**Run 1: cell sizes after repair**

Bar = 20 µm.
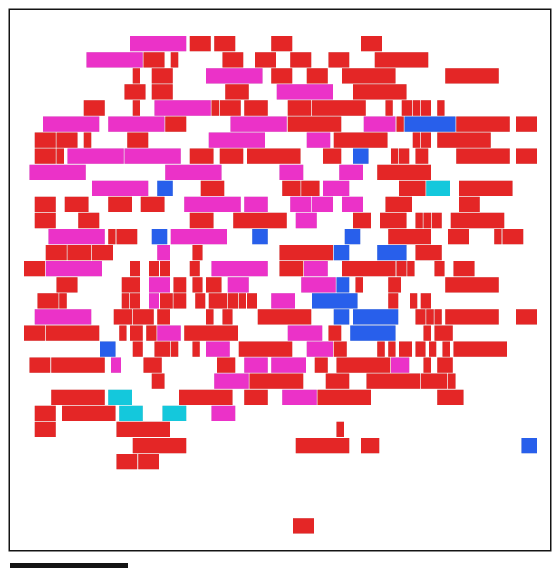
**Run 1: clock wires, drivers and flops**

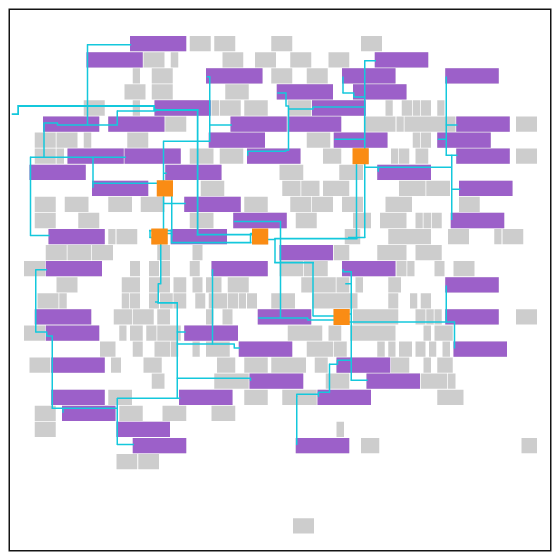
**Run 1: sequential cells grouped by signal name**

Bar = 20 µm.
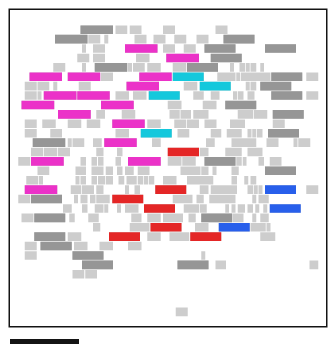
--- src/rtl/ss_pkg.sv ---
// Shared seven-segment constants (abcdefg, bit6=a .. bit0=g) and capture FSM encoding.
// Used by both the segment encoder and the scan capture block.
package ss_pkg;

  localparam logic [6:0] SEG_0     = 7'b1111110;
  localparam logic [6:0] SEG_1     = 7'b0110000;
  localparam logic [6:0] SEG_2     = 7'b1101101;
  localparam logic [6:0] SEG_3     = 7'b1111001;
  localparam logic [6:0] SEG_4     = 7'b0110011;
  localparam logic [6:0] SEG_5     = 7'b1011011;
  localparam logic [6:0] SEG_6     = 7'b1011111;
  localparam logic [6:0] SEG_7     = 7'b1110000;
  localparam logic [6:0] SEG_8     = 7'b1111111;
  localparam logic [6:0] SEG_9     = 7'b1111011;
  localparam logic [6:0] SEG_BLANK = 7'b0000000;

  localparam logic [3:0] CODE_INVALID = 4'hF;

  typedef logic [1:0] state_t;
  localparam state_t ST_IDLE   = 2'd0;
  localparam state_t ST_SETTLE = 2'd1;
  localparam state_t ST_HOLD   = 2'd2;

endpackage

--- src/rtl/ss_scan_capture_if.sv ---
// Multiplexed seven-segment bus in, per-digit decoded registers and update strobes out.
// The master drives segments/enables; the slave (capture block) drives the results.
interface ss_scan_capture_if #(
  parameter int NUM_DIGITS = 4
);
  localparam int IDX_W = (NUM_DIGITS > 1) ? $clog2(NUM_DIGITS) : 1;

  logic [6:0]              seg;
  logic [NUM_DIGITS-1:0]   dig_en;
  logic [4*NUM_DIGITS-1:0] value;
  logic [NUM_DIGITS-1:0]   invalid;
  logic                    upd_valid;
  logic [IDX_W-1:0]        upd_idx;
  logic                    frame_done;

  modport master (
    output seg, dig_en,
    input  value, invalid, upd_valid, upd_idx, frame_done
  );

  modport slave (
    input  seg, dig_en,
    output value, invalid, upd_valid, upd_idx, frame_done
  );

endinterface

--- src/rtl/ss_pattern_decode.sv ---
// Combinational seven-segment to BCD decoder; zero latency, no flow control.
// Anything outside the ten digit glyphs (blank included) maps to CODE_INVALID.
module ss_pattern_decode
  import ss_pkg::*;
(
  input  logic [6:0] seg,
  output logic [3:0] code,
  output logic       invalid
);

  always_comb begin
    code    = CODE_INVALID;
    invalid = 1'b1;
    case (seg)
      SEG_0:   begin code = 4'd0; invalid = 1'b0; end
      SEG_1:   begin code = 4'd1; invalid = 1'b0; end
      SEG_2:   begin code = 4'd2; invalid = 1'b0; end
      SEG_3:   begin code = 4'd3; invalid = 1'b0; end
      SEG_4:   begin code = 4'd4; invalid = 1'b0; end
      SEG_5:   begin code = 4'd5; invalid = 1'b0; end
      SEG_6:   begin code = 4'd6; invalid = 1'b0; end
      SEG_7:   begin code = 4'd7; invalid = 1'b0; end
      SEG_8:   begin code = 4'd8; invalid = 1'b0; end
      SEG_9:   begin code = 4'd9; invalid = 1'b0; end
      default: begin code = CODE_INVALID; invalid = 1'b1; end
    endcase
  end

endmodule

--- src/rtl/ss_scan_capture.sv ---
// Captures one decoded digit per dwell once seg/dig_en have been stable STABLE_CYCLES samples.
// Update appears STABLE_CYCLES+1 edges after the dwell starts; no backpressure, outputs are strobes.
module ss_scan_capture
  import ss_pkg::*;
#(
  parameter int NUM_DIGITS    = 4,
  parameter int STABLE_CYCLES = 4
) (
  input logic              clk,
  input logic              rst_n,
  ss_scan_capture_if.slave bus
);

  localparam int IDX_W = (NUM_DIGITS > 1) ? $clog2(NUM_DIGITS) : 1;
  localparam int CNT_W = $clog2(STABLE_CYCLES + 1);
  localparam logic [CNT_W-1:0] CNT_ONE  = CNT_W'(1);
  localparam logic [CNT_W-1:0] CNT_LAST = CNT_W'(STABLE_CYCLES - 1);
  localparam logic [CNT_W-1:0] CNT_SAT  = CNT_W'(STABLE_CYCLES);

  logic [6:0]              seg_q, ref_seg, ref_seg_n;
  logic [NUM_DIGITS-1:0]   en_q, ref_en, ref_en_n, mask, mask_set;
  state_t                  state, state_n;
  logic [CNT_W-1:0]        cnt, cnt_n;
  logic                    do_cap, en_is_onehot;
  logic [IDX_W-1:0]        en_idx;
  logic [3:0]              dec_code;
  logic                    dec_inv;
  logic [4*NUM_DIGITS-1:0] value_r;
  logic [NUM_DIGITS-1:0]   invalid_r;
  logic                    upd_valid_r, frame_done_r;
  logic [IDX_W-1:0]        upd_idx_r;

  ss_pattern_decode u_decode (
    .seg     (seg_q),
    .code    (dec_code),
    .invalid (dec_inv)
  );

  assign en_is_onehot = $onehot(en_q);
  // On a capture en_q is the one-hot digit bit, so it doubles as the mask update.
  assign mask_set     = mask | en_q;

  always_comb begin
    en_idx = '0;
    for (int i = 0; i < NUM_DIGITS; i++) begin
      if (en_q[i]) en_idx = IDX_W'(i);
    end
  end

  always_comb begin
    state_n   = state;
    cnt_n     = cnt;
    ref_seg_n = ref_seg;
    ref_en_n  = ref_en;
    do_cap    = 1'b0;
    case (state)
      ST_IDLE: begin
        if (en_is_onehot) begin
          ref_seg_n = seg_q;
          ref_en_n  = en_q;
          if (STABLE_CYCLES == 1) begin
            do_cap  = 1'b1;
            cnt_n   = CNT_SAT;
            state_n = ST_HOLD;
          end else begin
            cnt_n   = CNT_ONE;
            state_n = ST_SETTLE;
          end
        end
      end
      ST_SETTLE: begin
        if (!en_is_onehot) begin
          cnt_n   = '0;
          state_n = ST_IDLE;
        end else if (seg_q == ref_seg && en_q == ref_en) begin
          if (cnt >= CNT_LAST) begin
            cnt_n   = CNT_SAT;
            do_cap  = 1'b1;
            state_n = ST_HOLD;
          end else begin
            cnt_n = cnt + CNT_ONE;
          end
        end else begin
          ref_seg_n = seg_q;
          ref_en_n  = en_q;
          cnt_n     = CNT_ONE;
        end
      end
      ST_HOLD: begin
        // Segment changes within the same dwell are ignored: one capture per dwell.
        if (en_q != ref_en) begin
          cnt_n   = '0;
          state_n = ST_IDLE;
        end
      end
      default: begin
        cnt_n   = '0;
        state_n = ST_IDLE;
      end
    endcase
  end

  always_ff @(posedge clk or negedge rst_n) begin
    if (!rst_n) begin
      seg_q        <= '0;
      en_q         <= '0;
      state        <= ST_IDLE;
      cnt          <= '0;
      ref_seg      <= '0;
      ref_en       <= '0;
      mask         <= '0;
      value_r      <= {NUM_DIGITS{CODE_INVALID}};
      invalid_r    <= '1;
      upd_valid_r  <= 1'b0;
      upd_idx_r    <= '0;
      frame_done_r <= 1'b0;
    end else begin
      seg_q        <= bus.seg;
      en_q         <= bus.dig_en;
      state        <= state_n;
      cnt          <= cnt_n;
      ref_seg      <= ref_seg_n;
      ref_en       <= ref_en_n;
      upd_valid_r  <= do_cap;
      frame_done_r <= do_cap && (&mask_set);
      if (do_cap) begin
        upd_idx_r <= en_idx;
        mask      <= (&mask_set) ? '0 : mask_set;
        for (int i = 0; i < NUM_DIGITS; i++) begin
          if (en_q[i]) begin
            value_r[4*i +: 4] <= dec_code;
            invalid_r[i]      <= dec_inv;
          end
        end
      end
    end
  end

  assign bus.value      = value_r;
  assign bus.invalid    = invalid_r;
  assign bus.upd_valid  = upd_valid_r;
  assign bus.upd_idx    = upd_idx_r;
  assign bus.frame_done = frame_done_r;

endmodule

--- src/flat_wrapper.sv ---
// flat-port wrapper written by rule: the top's interface ports become plain ports
module ss_scan_capture_flat import ss_pkg::*;
#(
  parameter int NUM_DIGITS    = 4,
  parameter int STABLE_CYCLES = 4
)
  (clk, rst_n, bus_seg, bus_dig_en, bus_value, bus_invalid, bus_upd_valid, bus_upd_idx, bus_frame_done);
  ss_scan_capture_if #(.NUM_DIGITS(NUM_DIGITS)) bus_i ();
  input logic clk;
  input logic rst_n;
  input wire logic [$bits(bus_i.seg)-1:0] bus_seg;
  input wire logic [$bits(bus_i.dig_en)-1:0] bus_dig_en;
  output wire logic [$bits(bus_i.value)-1:0] bus_value;
  output wire logic [$bits(bus_i.invalid)-1:0] bus_invalid;
  output wire logic [$bits(bus_i.upd_valid)-1:0] bus_upd_valid;
  output wire logic [$bits(bus_i.upd_idx)-1:0] bus_upd_idx;
  output wire logic [$bits(bus_i.frame_done)-1:0] bus_frame_done;
  assign bus_i.seg = bus_seg;
  assign bus_i.dig_en = bus_dig_en;
  assign bus_value = bus_i.value;
  assign bus_invalid = bus_i.invalid;
  assign bus_upd_valid = bus_i.upd_valid;
  assign bus_upd_idx = bus_i.upd_idx;
  assign bus_frame_done = bus_i.frame_done;
  ss_scan_capture #(.NUM_DIGITS(NUM_DIGITS), .STABLE_CYCLES(STABLE_CYCLES)) u_core (.clk(clk), .rst_n(rst_n), .bus(bus_i));
endmodule
--- config.mk ---
export PLATFORM = sky130hd
export DESIGN_NAME = ss_scan_capture_flat
export DESIGN_NICKNAME = d
export VERILOG_FILES = /design/src/rtl/ss_pkg.sv /design/src/rtl/ss_scan_capture_if.sv /design/src/rtl/ss_pattern_decode.sv /design/src/rtl/ss_scan_capture.sv /design/src/flat_wrapper.sv
export SDC_FILE = /design/constraint.sdc
export NUM_CORES = 1
export LEC_CHECK = 0
export CAP_MARGIN = 20
export CORE_MARGIN = 2
export CORE_UTILIZATION = 35
export CTS_BUF_LIST = sky130_fd_sc_hd__clkbuf_4
export DETAILED_ROUTE_END_ITERATION = 16
export GPL_TIMING_DRIVEN = 0
export PLACE_DENSITY_LB_ADDON = 0.3
export SLEW_MARGIN = 20
export SYNTH_ARGS = -nofsm -noshare
export SYNTH_HDL_FRONTEND = slang
export SYNTH_SLANG_ARGS = --single-unit
--- constraint.sdc ---
create_clock -name clk -period 3.6 [get_ports clk]
set_input_delay 0.9 -clock clk [delete_from_list [all_inputs] [get_ports clk]]
set_output_delay 0.9 -clock clk [all_outputs]
set_load 0.01 [all_outputs]
==> Changelog: implementation, run 1 <==
## Implementation

- Met1 WL: 2.228 mm
- Sequential-to-total area share from yosys stat: 52.43%
- Critical Path Most Common Cell: ha_1
- Final period util: 94.08%
- Pre-CTS setup slack: 0.2713 ns
- Largest net degree at the start of global routing: 56
- Clk_lat worst skew: 0.37 ns
- CTS tree: done
- Avg Inst Size Synth: 12.73 µm²
- DRC viols: 0
- Via count: 1701
- Nature of the critical path startpoint: flop
- Met1 Usage GRT: 15.59%
- Core Footprint: 7331 µm²
- # clock sinks: 55
- Cts repair resizes: 0
- Post-CTS Setup Bufs: 0
- Clk_skew: 0.007602 ns
- WL met3: 192 µm
- HPWL Detailed: 3.353 mm
- Grt ovf: 0
- Gate Count Post-Synth: 210
- CP required: 3.92 ns
- Met2 Usage GRT: 19.73%
- Post-route ant nets: 0
- DIE AREA: 8351 µm²
- Top routing layer in use: met4
- RSZ-0062 raised after global routing: no
- Fp util: 36.46%
- Core Rows: 31
- Status: completed
- Slowest cell on crit path: or4b_4
- Yosys cell count: 210
- Comb gate area: 1156 µm²
- Final setup vio count: 0
- CP max stage delay: 0.60 ns
- Placed cells: 345
- Io pins: 37
- Setup CP Type: reg2reg
- Final hold viol count: 0
- Initial antenna violation count: 0
- Met2 WL post-DR: 2.400 mm
- CP arrival: 3.70 ns
- Final net count: 273
- Most numerous logic cells after layout: 35 x clkdlybuf4s50_1, 35 x dfrtp_1, 20 x dfstp_2, 14 x mux2_1, 13 x inv_1
- CTS Root Cell: clkbuf_4
- Fmax: 295.2 MHz
- Mapped Area: 2673 µm²
- Slew HR: 54.11%
- Htree depth: 2
- R2R Path End: u_core.bus.value[9]
- Clock buffer depth: 2
- Synth cell types: 44
- Final slew viol count: 0
- M3 GR Usage: 3.320%
- First-pass GRT wire length: 7.983 mm
- Tmin final: 3.387 ns
- Power density over the cells: 412.2 nW/µm²
- Seq. cell area: 1401 µm²
- Post-Syn Nets: 230
- Placed cell area: 3154 µm²
- Reg-to-Reg Start: u_core.en_q[2]
- Tool Warnings: 27
- Drt first pass iters: 4
- Port-buffer cells: 36
- WL/cell: 13.72 µm
- Syn. warnings: 0
- P_leak: 0.001403 µW
- Worst path bufs/invs: 1
- Peak supply drop: 0.1722 mV
- Hold Crit Class: reg2reg
- GR peak layer: met2
- Drt initial violations: 43
- Hold depth: 2
- # Max-Cap Violations: 0
- Worst Hold Path EP: u_core.bus.value[14]
- Clk slew on worst S/H paths: 0.16 ns
- Worst-path fanout max: 7
- Cts bufs inserted: 5
- Yosys reg bits: 55
- Worst-case reg-to-reg path depth: 8
- Total track usage: 12.03%
-- 'cell sizes after repair' (at the start) --
[blue] x3 and x4 | cells: 15 | share: 5.9% | most used: clkbuf_4
[red] x1 and smaller | cells: 187 | share: 74%
[cyan] x6 and larger | cells: 4 | share: 1.6% | most used: buf_6
[magenta] x2 | cells: 48 | share: 19% | most used: dfstp_2
design area: 3217 µm²
Non-clk bufs: 45
Layout area overhead: 20.37%
Setup WS post-layout: 0.2129 ns

-- 'clock wires, drivers and flops' (at the start) --
[purple] flip-flops | count: 55
[orange] clock-net drivers | count: 5
[cyan] clock wires | length: 668 µm
routed clock nets: 6

-- 'sequential cells grouped by signal name' (at the start) --
[red] u_core.ref_seg | placed flops: 7
[cyan] u_core.ref_en | placed flops: 4 | where: north
[blue] u_core.cnt | placed flops: 3
[magenta] u_core.bus.value | placed flops: 16
not colored: 25

run 1: report_power, final:
group | leakage [µW] | switching (µW) | total (µW) | internal (µW)
clock | 0.0000360 | 191 | 275 | 84.3
sequential | 0.000642 | 61.8 | 752 | 690
combinational | 0.000726 | 139 | 299 | 160
run 1: worst register-to-register path, cell delays in order, from the launching register on:
cell     delay [ns]
dfrtp_1        0.54
inv_1          0.10
ha_1           0.31
ha_1           0.19
fa_1           0.49
or4b_4         0.60
nor4_4         0.43
nand3_2        0.29
mux2_1         0.39
run 1: cells in the mapped netlist (all sizes together):
library cell   n  area [µm²]
nor4           2       42.54
o22ai          2       12.51
clkbuf         2       7.510
a21bo          1       10.01
o21ai         12       60.06
nand2          9       33.78
or3            1       6.260
nand3          9       65.06
nand3b         1       7.510
or4b           2       23.77
nand4          7       71.31
fa             1       20.02
and3           3       18.77
nor2          12       45.04
a31o           1       8.760
ha             6       75.07
nor3b          1       7.510
and3b          1       8.760
o31a           1       8.760
nor4bb         1       10.01
nor2b          1       6.260
dfstp         20       525.5
mux2          24       270.3
inv           13       48.80
xnor2         12       142.6
or2            1       6.260
a21oi          7       35.03
dfrtp         35       875.8
buf            7       65.05
nand4b         1       8.760
a211oi         1       7.510
nor4b          2       32.53
a211o          1       8.760
mux2i          9       90.09
nand2b         1       6.260
run 1: cell type report:
type / instances / area share, %
multi-input cells: 133 / 35.94
well taps: 99 / 3.851
flip-flops and latches: 55 / 43.56
plain buffers: 9 / 2.256
clock inverters: 2 / 0.3501
inverters: 13 / 1.517
repair buffers: 36 / 11.12
clock buffers: 6 / 1.400
run 1: worst max-delay path by stage:
stage,start,to,slack (ns),depth (start not counted)
detailed placement,u_core.en_q[2],u_core.bus.value[9],0.27,8
global route,u_core.en_q[2],u_core.bus.value[9],0.08,8
finish,u_core.en_q[2],u_core.bus.value[9],0.21,8
global placement,rst_n,u_core.ref_en[2],-0.09,1
floorplan,u_core.en_q[2],u_core.bus.value[0],0.65,8
CTS,u_core.en_q[2],u_core.bus.value[9],0.26,8
run 1: flip-flops by register name, indices dropped and copies added, names as in the netlist:
| register | count |
|---|---|
| u_core.bus.upd_idx | 2 |
| u_core.bus.invalid | 4 |
| u_core.en_q | 4 |
| u_core.cnt | 3 |
| u_core.ref_en | 4 |
| u_core.seg_q | 7 |
| u_core.ref_seg | 7 |
| u_core.bus.upd_valid | 1 |
| u_core.bus.frame_done | 1 |
| u_core.mask | 4 |
| u_core.bus.value | 16 |
| u_core.state | 2 |
run 1: logic make-up after synthesis:
| logic type | after synthesis | synth area share, % |
|---|---|---|
| multiplexers | 33 | 13.48 |
| AND/OR/NAND/NOR | 55 | 14.98 |
| AND-OR/OR-AND | 26 | 5.665 |
| flip-flops | 55 | 52.43 |
| buffers and inverters | 22 | 4.541 |
| adder cells (fa/ha/maj) | 7 | 3.558 |
| XOR/XNOR | 12 | 5.337 |
run 1: per-stage QoR:
stage	hold slack, ns	util (%)	TNS (ns)
floorplan	0.4634	-	0
global placement	0.4569	43.06	-3.076
detailed placement	0.4630	43.03	0
CTS	0.4893	43.80	0
global route	0.5061	43.88	0
finish	0.4799	43.88	0
==> run 2: changes to the inputs <==
CORE_UTILIZATION = 41   (was 35)
SKIP_CTS_REPAIR_TIMING = 1   (was not set)
SLEW_MARGIN = not set   (was 20)
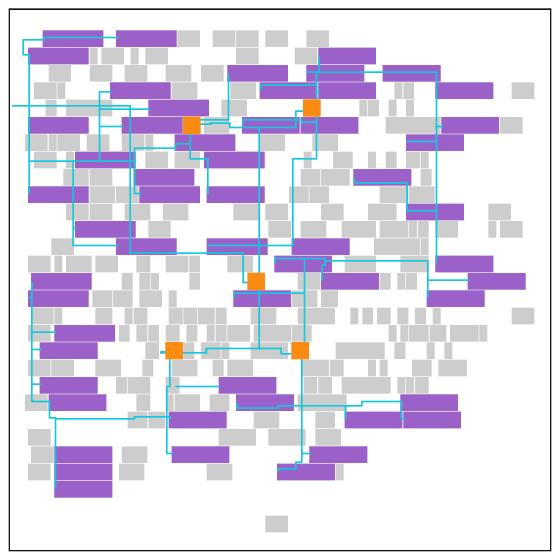
**Above:** run 2 (clock wires, drivers and flops).
[orange] clock-net drivers | count: 5
[purple] flip-flops | count: 55
[cyan] clock wires | length: 645 µm
routed clock nets: 6
clk_skew: 0.02045 ns
clock share of power: 20.3%
clk_lat worst skew: 0.37 ns
Power Clock: 268 µW

==> Changelog: implementation, run 2 <==
## Implementation

- Status: completed
- Setup TNS Final: 0 ns
- Io pins: 37
- Core Rows: 29
- Most frequent cell after synthesis: dfrtp_1
- Complex Gates by Area: 5.665%
- P_leak: 0.001409 µW
- Cts bufs inserted: 5
- Placed cells: 324
- Initial antenna violation count: 0
- Tool Warnings: 27
- Top cells by area: dfrtp_1 33%, dfstp_2 20%, mux2_1 5.9%
- Sequential-to-total area share from yosys stat: 52.43%
- # Max-Cap Violations: 0
- RSZ-0062 raised after global routing: no
- Final period util: 93.48%
- Clock buffer depth: 2
- XORs/XNORs by Area: 5.337%
- Worst-path cell chain: inv_1, ha_1, ha_1, fa_1, or4b_4, nor4_4, nand3_2, mux2_1
- Largest register FFs: 16
- Crit end category: flop
- Final net count: 274
- HPWL Detailed: 3.414 mm
- WL/cell: 14.04 µm
- Tmin final: 3.365 ns
- Synth cell types: 44
- Critical Path Most Common Cell: ha_1
- Nature of the critical path startpoint: flop
- EDFF count, synth: 0
- Drt first pass iters: 4
- Slew HR: 56.92%
- CP max stage delay: 0.60 ns
- Syn. warnings: 0
- Adder-cell share of the synthesized area: 3.558%
- Avg Inst Size Synth: 12.73 µm²
- Routability cong.: 0.7749
- CTS tree: done
- Yosys Chip Area: 2673 µm²
- Mapped Area: 2673 µm²
- Leading area contributor after synthesis: dfrtp_1
- Htree depth: 2
- Slowest cell on crit path: or4b_4
- DRC viols: 0
- Number of fill cells: 594
- CTS Root Cell: clkbuf_4
- Post-Syn Nets: 230
- Yosys reg bits: 55
- Power density over the cells: 410.9 nW/µm²
- Hold slack final: 0.4790 ns
- Layout area overhead: 19.99%
- Final setup vio count: 0
- CP arrival: 3.66 ns
- Gate Count Post-Synth: 210
- Fp util: 42.33%
- Fmax: 297.2 MHz
- # clock sinks: 55
- Yosys cell count: 210
- Ys flop type: dfrtp_1
- Port-buffer cells: 36
- Setup CP Type: reg2reg
- Dominant kind of combinational cell: simple AND/OR/NAND/NOR gates
- Clk slew on worst S/H paths: 0.16 ns
- Hold Crit Class: reg2reg
- DIE AREA: 7180 µm²
- Largest net degree at the start of global routing: 30
- Via count: 1690
- Post-route ant nets: 0
- First-pass GRT wire length: 8.197 mm
- And+or+nand+nor area frac: 14.98%
- Peak supply drop: 0.2017 mV
- Most numerous logic cells after layout: 35 x clkdlybuf4s50_1, 35 x dfrtp_1, 20 x dfstp_2, 14 x mux2_1, 13 x inv_1
- Synth mux share: 13.48%
- Grt ovf: 0
- Top cells by count: 35 x dfrtp_1, 20 x dfstp_2, 14 x mux2_1, 13 x inv_1
- Area leader share: 32.77%
- Post-Route WL: 4.662 mm
- Worst-path fanout max: 7
- Final hold viol count: 0
- Final slew viol count: 0
- Drt initial violations: 33
- Ys async rst share: 100.0%
- Total track usage: 14.21%
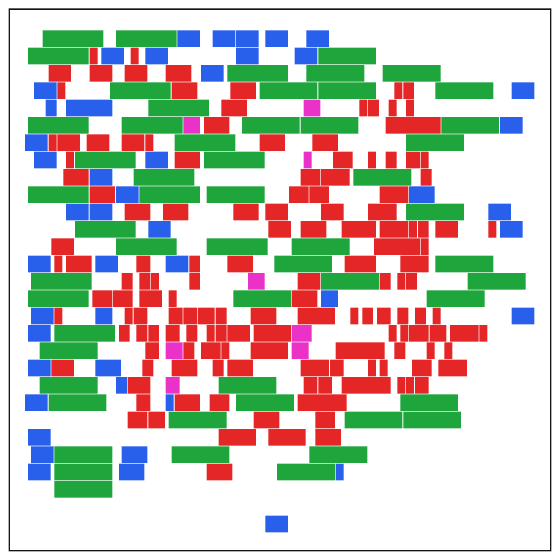
**Above:** run 2 (placement by cell class).
[red] remaining logic cells | cells: 146 | share of their area: 39%
[blue] remaining buffers and delay cells | cells: 46 | share of their area: 14%
[magenta] clock drivers and dummy loads | cells: 8 | share of their area: 1.8%
[green] registers | cells: 55 | share of their area: 45%
fraction of area in registers: 43.70%
Core Footprint: 6314 µm²

==> run 2: logic make-up (layout without fill, tap and decap cells) <==
kind of cell	Yosys count	count (layout)
adder cells (fa/ha/maj)	7	7
AND-OR/OR-AND	26	26
flip-flops	55	55
XOR/XNOR	12	12
AND/OR/NAND/NOR	55	55
buffers and inverters	22	67
multiplexers	33	33
==> run 2: cell type report <==
class                           count  area [µm²]  share of cell area [%]
Sequential cell                    55        1401                   43.70
Tap cell                           77       96.34                   3.004
Timing Repair Buffer               37       375.4                   11.71
Inverter                           13       48.80                   1.522
Clock inverter                      3       18.77                  0.5853
Clock buffer                        5       37.54                   1.171
Buffer                              9       72.57                   2.263
Multi-Input combinational cell    133        1156                   36.05
==> run 2: worst paths after layout <==
check,startpoint,endpoint,slack (ns),cells after the start
worst max-delay path,u_core.en_q[2],u_core.bus.value[13],0.23,8
worst min-delay path,u_core.bus.invalid[0],u_core.bus.invalid[0],0.48,2
worst max register to register,u_core.en_q[2],u_core.bus.value[13],0.23,8
worst min register to register,u_core.bus.invalid[0],u_core.bus.invalid[0],0.48,2
max in group asynchronous,rst_n,u_core.bus.value[13],2.42,2
min in group asynchronous,rst_n,u_core.ref_en[2],0.52,1
==> run 2: layer usage <==
layer | routed length (µm) | track usage [%] | vias up
li1 | - | - | 821
met1 | 2154 | 18.36 | 828
met4 | 81 | 4.618 | 0
met3 | 281 | 5.015 | 7
met5 | 0 | 0 | -
met2 | 2145 | 22.48 | 34
==> run 2: power breakdown <==
| group | internal (µW) | leakage, µW | switching, µW |
|---|---|---|---|
| Combinational | 161 | 0.000734 | 135 |
| Sequential | 690 | 0.000642 | 63.0 |
| Clock | 76.3 | 0.0000332 | 192 |
| Total | 928 | 0.00141 | 390 |
==> run 2: worst max-delay path, delay by kind of cell, from the launching register on <==
kind,cells,cell delay (ns)
simple gates,3,1.30
fa+ha+maj,3,0.97
flops,1,0.54
mux,1,0.37
buf+inv,1,0.10
==> run 2: through the flow <==
step	area, µm²	util (%)	power [µW]	worst slack, ns
after floorplan	2673	-	992.5	0.6454
final	3207	50.79	1318	0.2349
after global routing	3207	50.79	1399	0.07173
after detailed placement	3144	49.80	1063	0.2855
after global placement	3129	49.56	1054	-0.01309
after CTS	3201	50.69	1339	0.2363
Power figures rest on the tool's default switching activity, not on a simulated workload.
